class_map.png
(4 px per µm) Fill, decap, tap and diode cells in grey.
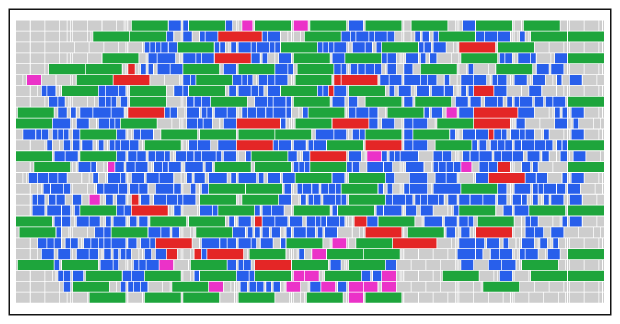
clock_wires.png
(4 px per µm)
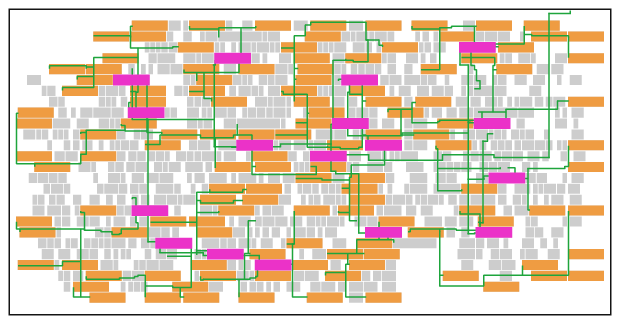
===== src/rtl/button_pkg.sv =====
// Shared constants and types for the push-button conditioning path.
package button_pkg;

  localparam int BTN_LEFT  = 0;
  localparam int BTN_RIGHT = 1;
  localparam int BTN_ROT   = 2;

  localparam int NUM_BTN_DEF    = 3;
  localparam int DB_CYCLES_DEF  = 250000;
  localparam int RPT_DELAY_DEF  = 25000000;
  localparam int RPT_PERIOD_DEF = 10000000;
  localparam logic [2:0] RPT_EN_DEF = 3'b011;

  typedef enum logic [1:0] {
    ST_IDLE,
    ST_PRESSED,
    ST_REPEAT
  } btn_state_e;

endpackage


===== src/rtl/btn_channel.sv =====
// One button: sync, debounce, press/auto-repeat FSM.
module btn_channel
  import button_pkg::*;
#(
  parameter int DB_CYCLES  = DB_CYCLES_DEF,
  parameter int RPT_DELAY  = RPT_DELAY_DEF,
  parameter int RPT_PERIOD = RPT_PERIOD_DEF,
  parameter bit RPT_EN     = 1'b1
) (
  input  logic clk,
  input  logic rst,
  input  logic raw,
  output logic level,
  output logic press
);

  localparam int DB_W = $clog2(DB_CYCLES + 1);
  localparam int RPT_MAX =
    (RPT_DELAY > RPT_PERIOD) ? RPT_DELAY : RPT_PERIOD;
  localparam int HOLD_W = $clog2(RPT_MAX + 1);
  localparam logic [DB_W-1:0] DB_LAST =
    DB_W'(DB_CYCLES - 1);
  localparam logic [HOLD_W-1:0] DLY_LAST =
    HOLD_W'(RPT_DELAY - 1);
  localparam logic [HOLD_W-1:0] PER_LAST =
    HOLD_W'(RPT_PERIOD - 1);

  logic s1;
  logic s;
  logic [DB_W-1:0] db_cnt;
  logic [HOLD_W-1:0] hold;
  btn_state_e state;

  logic settle;
  logic rise;
  logic fall;

  assign settle = (s != level) && (db_cnt == DB_LAST);
  assign rise = settle & s;
  assign fall = settle & ~s;

  always_ff @(posedge clk or posedge rst) begin
    if (rst) begin
      s1 <= 1'b0;
      s  <= 1'b0;
    end else begin
      s1 <= raw;
      s  <= s1;
    end
  end

  always_ff @(posedge clk or posedge rst) begin
    if (rst) begin
      db_cnt <= '0;
      level  <= 1'b0;
      press  <= 1'b0;
      hold   <= '0;
      state  <= ST_IDLE;
    end else begin
      press <= 1'b0;
      if (s == level) begin
        db_cnt <= '0;
      end else if (db_cnt == DB_LAST) begin
        level  <= s;
        db_cnt <= '0;
      end else begin
        db_cnt <= db_cnt + 1'b1;
      end
      unique case (state)
        ST_IDLE: begin
          if (rise) begin
            state <= ST_PRESSED;
            press <= 1'b1;
            hold  <= '0;
          end
        end
        ST_PRESSED: begin
          if (fall) begin
            state <= ST_IDLE;
            hold  <= '0;
          end else if (RPT_EN && hold == DLY_LAST) begin
            state <= ST_REPEAT;
            press <= 1'b1;
            hold  <= '0;
          end else if (hold != '1) begin
            hold <= hold + 1'b1;
          end
        end
        ST_REPEAT: begin
          if (fall) begin
            state <= ST_IDLE;
            hold  <= '0;
          end else if (hold == PER_LAST) begin
            press <= 1'b1;
            hold  <= '0;
          end else begin
            hold <= hold + 1'b1;
          end
        end
        default: begin
          state <= ST_IDLE;
          hold  <= '0;
        end
      endcase
    end
  end

endmodule


===== src/rtl/button_conditioner.sv =====
// Per-button conditioning channels plus sticky events
// held until the game tick consumes them.
module button_conditioner
  import button_pkg::*;
#(
  parameter int NUM_BTN    = NUM_BTN_DEF,
  parameter int DB_CYCLES  = DB_CYCLES_DEF,
  parameter int RPT_DELAY  = RPT_DELAY_DEF,
  parameter int RPT_PERIOD = RPT_PERIOD_DEF,
  parameter logic [NUM_BTN-1:0] RPT_EN =
    NUM_BTN'(RPT_EN_DEF)
) (
  input  logic               clk,
  input  logic               rst,
  input  logic [NUM_BTN-1:0] btn_raw,
  input  logic               enable,
  input  logic               consume,
  output logic [NUM_BTN-1:0] btn_level,
  output logic [NUM_BTN-1:0] btn_press,
  output logic [NUM_BTN-1:0] btn_event
);

  for (genvar i = 0; i < NUM_BTN; i++) begin : g_ch
    btn_channel #(
      .DB_CYCLES (DB_CYCLES),
      .RPT_DELAY (RPT_DELAY),
      .RPT_PERIOD(RPT_PERIOD),
      .RPT_EN    (RPT_EN[i])
    ) u_ch (
      .clk  (clk),
      .rst  (rst),
      .raw  (btn_raw[i]),
      .level(btn_level[i]),
      .press(btn_press[i])
    );
  end

  // A new press beats a simultaneous consume.
  always_ff @(posedge clk or posedge rst) begin
    if (rst) begin
      btn_event <= '0;
    end else if (!enable) begin
      btn_event <= '0;
    end else begin
      btn_event <= btn_press
                 | (btn_event & ~{NUM_BTN{consume}});
    end
  end

endmodule

===== config.mk =====
export PLATFORM = sky130hd
export DESIGN_NAME = button_conditioner
export DESIGN_NICKNAME = d
export VERILOG_FILES = /design/src/rtl/button_pkg.sv /design/src/rtl/btn_channel.sv /design/src/rtl/button_conditioner.sv
export SDC_FILE = /design/constraint.sdc
export NUM_CORES = 1
export LEC_CHECK = 0
export CORE_ASPECT_RATIO = 0.5
export CORE_UTILIZATION = 62
export CTS_CLUSTER_DIAMETER = 40
export CTS_CLUSTER_SIZE = 25
export DETAILED_ROUTE_END_ITERATION = 10
export PLACE_DENSITY = 0.84
export REMOVE_ABC_BUFFERS = 1
export SLEW_MARGIN = 40
export SYNTH_ARGS = -nofsm -noshare
export SYNTH_HDL_FRONTEND = slang
export SYNTH_SLANG_ARGS = --single-unit

===== constraint.sdc =====
create_clock -name clk -period 4.8 [get_ports clk]
set_input_delay 0.96 -clock clk [delete_from_list [all_inputs] [get_ports clk]]
set_output_delay 0.96 -clock clk [all_outputs]
set_load 0.02 [all_outputs]

==> ci_impl_report.md <==
## PnR job results

| Metric | Value |
|---|---|
| Run status | complete, no violations |
| VDD IR max | ~0.00020 V |
| Detail Route Antenna Nets | 0 |
| Simple Share, Synth | 27.19% |
| Pins over their slew limit | 0 |
| H-tree depth | 4 |
| Final Hold Viols | 0 |
| Worst reg2reg path depth | 6 |
| Seq share, synth | 45.71% |
| Pin slew with the least headroom to its limit | ~830 ps |
| Sequential cell area | 3103 µm² |
| WHS Path Cells | 0 |
| Layout Nets | between 700 and 800 |
| Startpoint Class | flop |
| Worst slew margin | 44.21% |
| Die H | 75.99 µm |
| Total wire length | 14.95 mm |
| Crit path DRT | 5100 ps |
| First-pass GRT wire length | about 26 mm |
| Multiplexer share | 0.6267% |
| Detailed Routing Iterations Pass 1 | 5 |
| Fin Hold WS | 344.4 ps |
| Synth Area per Inst | 9.480 µm² |
| CTS Sinks | around 120 |
| Fmax | 325.1 MHz |
| Register-to-register setup slack | 1720 ps |
| Top-area cell share | 45.71% |
| Setup Buffers After CTS | 0 |
| Post-synth EDFFs | 0 |
| Wirelength per Cell | between 15 and 20 µm |
| Adder Area Share | 2.396% |
| DP Worst Slack | 1690 ps |
| Initial Utilization | 65.20% |
| Core Footprint | approximately 10000 µm² |
| Log Warnings | 31 |
| Ys async rst share | 100.0% |
| Unrepaired setup endpoints after global routing | no |
| CTS Buffer Depth | 2 |
| Synth warnings | 0 |
| Delay-heaviest family, CP | simple AND/OR/NAND/NOR gates |
| CP Max Fanout | 21 |
| Fin crit share | 64.08% |
| Post-synthesis xor/xnor area fraction | ~6.1% |
| Synth top cell by count | dfrtp_1 |
| Pin count of the biggest net entering global routing | 68 |
| Initial antenna violation count | 0 |
| Worst path cell trace | or4b_1, or3_4, nor3_2, nand2_1, and2_1, a221o_1 |
| Vias in the first global route | roughly 5500 |
| Yosys aoi share | between 10% and 20% |
| Critical path type | flop to flop |
| Hold path startpoint | g_ch[0].u_ch.s1 |
| CTS hold repair buffers | 0 |
| Sum Neg Setup Slack | 0 ps |
| Full die area | 11400 µm² |
| Clock Root Buffer | clkbuf_16 |
| Comb gate area | 3460 µm² |
| WP data arrival | 3370 ps |
| Cell area after placement | 6995 µm² |
| Yosys chip area | 6788 µm² |
| Crit path largest cell delay | 580 ps |
| Distinct cells, synth | 67 |
| Cell taking the most area after synthesis | dfrtp_1 |
| Synth Cell Area | 6788 µm² |
| Ant diodes | 0 |
| Vias per std cell | about 6.4 |
| Buf/Inv on CP | 0 |
| Die Width | 150.0 µm |
| Iter 0 DRT Violations | 369 |
| Share of cells above drive strength 1 | approximately 7.3% |
| Cells after synthesis | 716 |
| DRC | 0 |
| Remaining Overflow, GRT | 0 |
Back to the opening pictures, class_map.png:
- blue: remaining logic cells (cells 564)
- magenta: remaining buffers and delay cells (cells 21)
- red: clock drivers and dummy loads (cells 32)
- green: registers (cells 124)
final instance area: 7627 µm²
row count: 26

Back to the opening pictures, clock_wires.png:
- magenta: clock-net drivers (count 17)
- green: clock wires (length 1670 µm)
- orange: flip-flops (count 124)
- flops lie: all over the die
- routed clock nets: 18
clock group power: 0.00135 W
Final Skew: 13.28 ps
clk ins delay skew pair: 420 ps
clock share of power: 54.9%

[worst register-to-register path: cells and delay by family (launching register included)]
kind               cells  cell delay [ps]
and+or+nand+nor        5             2180
AOI/OAI and AO/OA      1              360
DFF                    1              410
[layout by cell type, fill, tap and decap left out, types with 6 or more instances in the layout]
cell type and instances:
nor3_1 17, clkbuf_16 17, xnor2_1 19, o21ai_0 13
and3_1 18, clkdlybuf4s50_1 15, nor4_1 11, inv_1 19
ha_1 13, or4_1 6, nor2_1 95, nand4_1 24
a21o_1 12, or3_1 10, xor2_1 28, nor4b_1 9
nor2b_1 7, nand2b_1 9, nand3_1 51, a22o_1 43
a21oi_1 12, o2bb2ai_1 8, nand2_1 53, o21ai_1 9
dfrtp_1 124, and4_1 8
[cell type report]
type / instances / share of cell area [%]
clock buffers: 20 / 5.856
inverters: 20 / 1.050
clock inverters: 12 / 2.231
repair buffers: 21 / 2.526
multi-input cells: 544 / 45.36
flip-flops and latches: 124 / 40.68
well taps: 140 / 2.297
[logic make-up after synthesis]
kind of cell | after synthesis
buffers and inverters | 48
AOI/OAI and AO/OA | 130
muxes | 4
DFF | 124
adders and majority gates | 13
and+or+nand+nor | 350
xor gates and xnor gates | 47
[how the worst max path moves through the flow]
stage                                start                    end  slack [ps]  depth (start not counted)
finish              g_ch[0].u_ch.db_cnt[4]   g_ch[0].u_ch.hold[8]        1720                          6
floorplan                              rst           btn_event[0]         540                          1
CTS                   g_ch[0].u_ch.hold[0]   g_ch[0].u_ch.hold[0]        1650                          7
global placement      g_ch[0].u_ch.hold[0]   g_ch[0].u_ch.hold[0]        1810                          7
detailed placement    g_ch[0].u_ch.hold[0]   g_ch[0].u_ch.hold[0]        1690                          7
global route          g_ch[1].u_ch.hold[0]  g_ch[1].u_ch.hold[20]        1590                          7
[layer usage]
metal	global-route usage, %	part of all wire [%]	vias to the layer above
met3	6.766	5.5	33
li1	-	-	2649
met1	37.38	44	2726
met2	46.06	49	193
met4	11.41	2.1	0
met5	0	0	-
[through the flow]
stage | utilization, % | total power [W] | instances
final | 73.27 | 0.002463 | 881
after global routing | 73.27 | 0.002527 | 881
after CTS | 73.13 | 0.002471 | 880
after detailed placement | 67.20 | 0.001129 | 848
after global placement | 67.20 | 0.001128 | 848
after floorplan | - | 0.001110 | 688
[state kept, by name, summed over array words and instances (netlist names)]
register and flops:
g_ch.u_ch.hold 50, g_ch.u_ch.state 5, g_ch.u_ch.s1 3, btn_event 3
g_ch.u_ch.s 3, g_ch.u_ch.db_cnt 54, g_ch.u_ch.press 3, g_ch.u_ch.level 3
[power by group]
group          internal [W]  total [W]  switching (W)  leakage (nW)
Clock              0.000879    0.00135       0.000474         0.304
Combinational     0.0000129  0.0000470      0.0000341          1.20
Sequential          0.00105    0.00106     0.00000897          1.71
Total               0.00195    0.00246       0.000517          3.22
Power figures rest on the tool's default switching activity, not on a simulated workload.
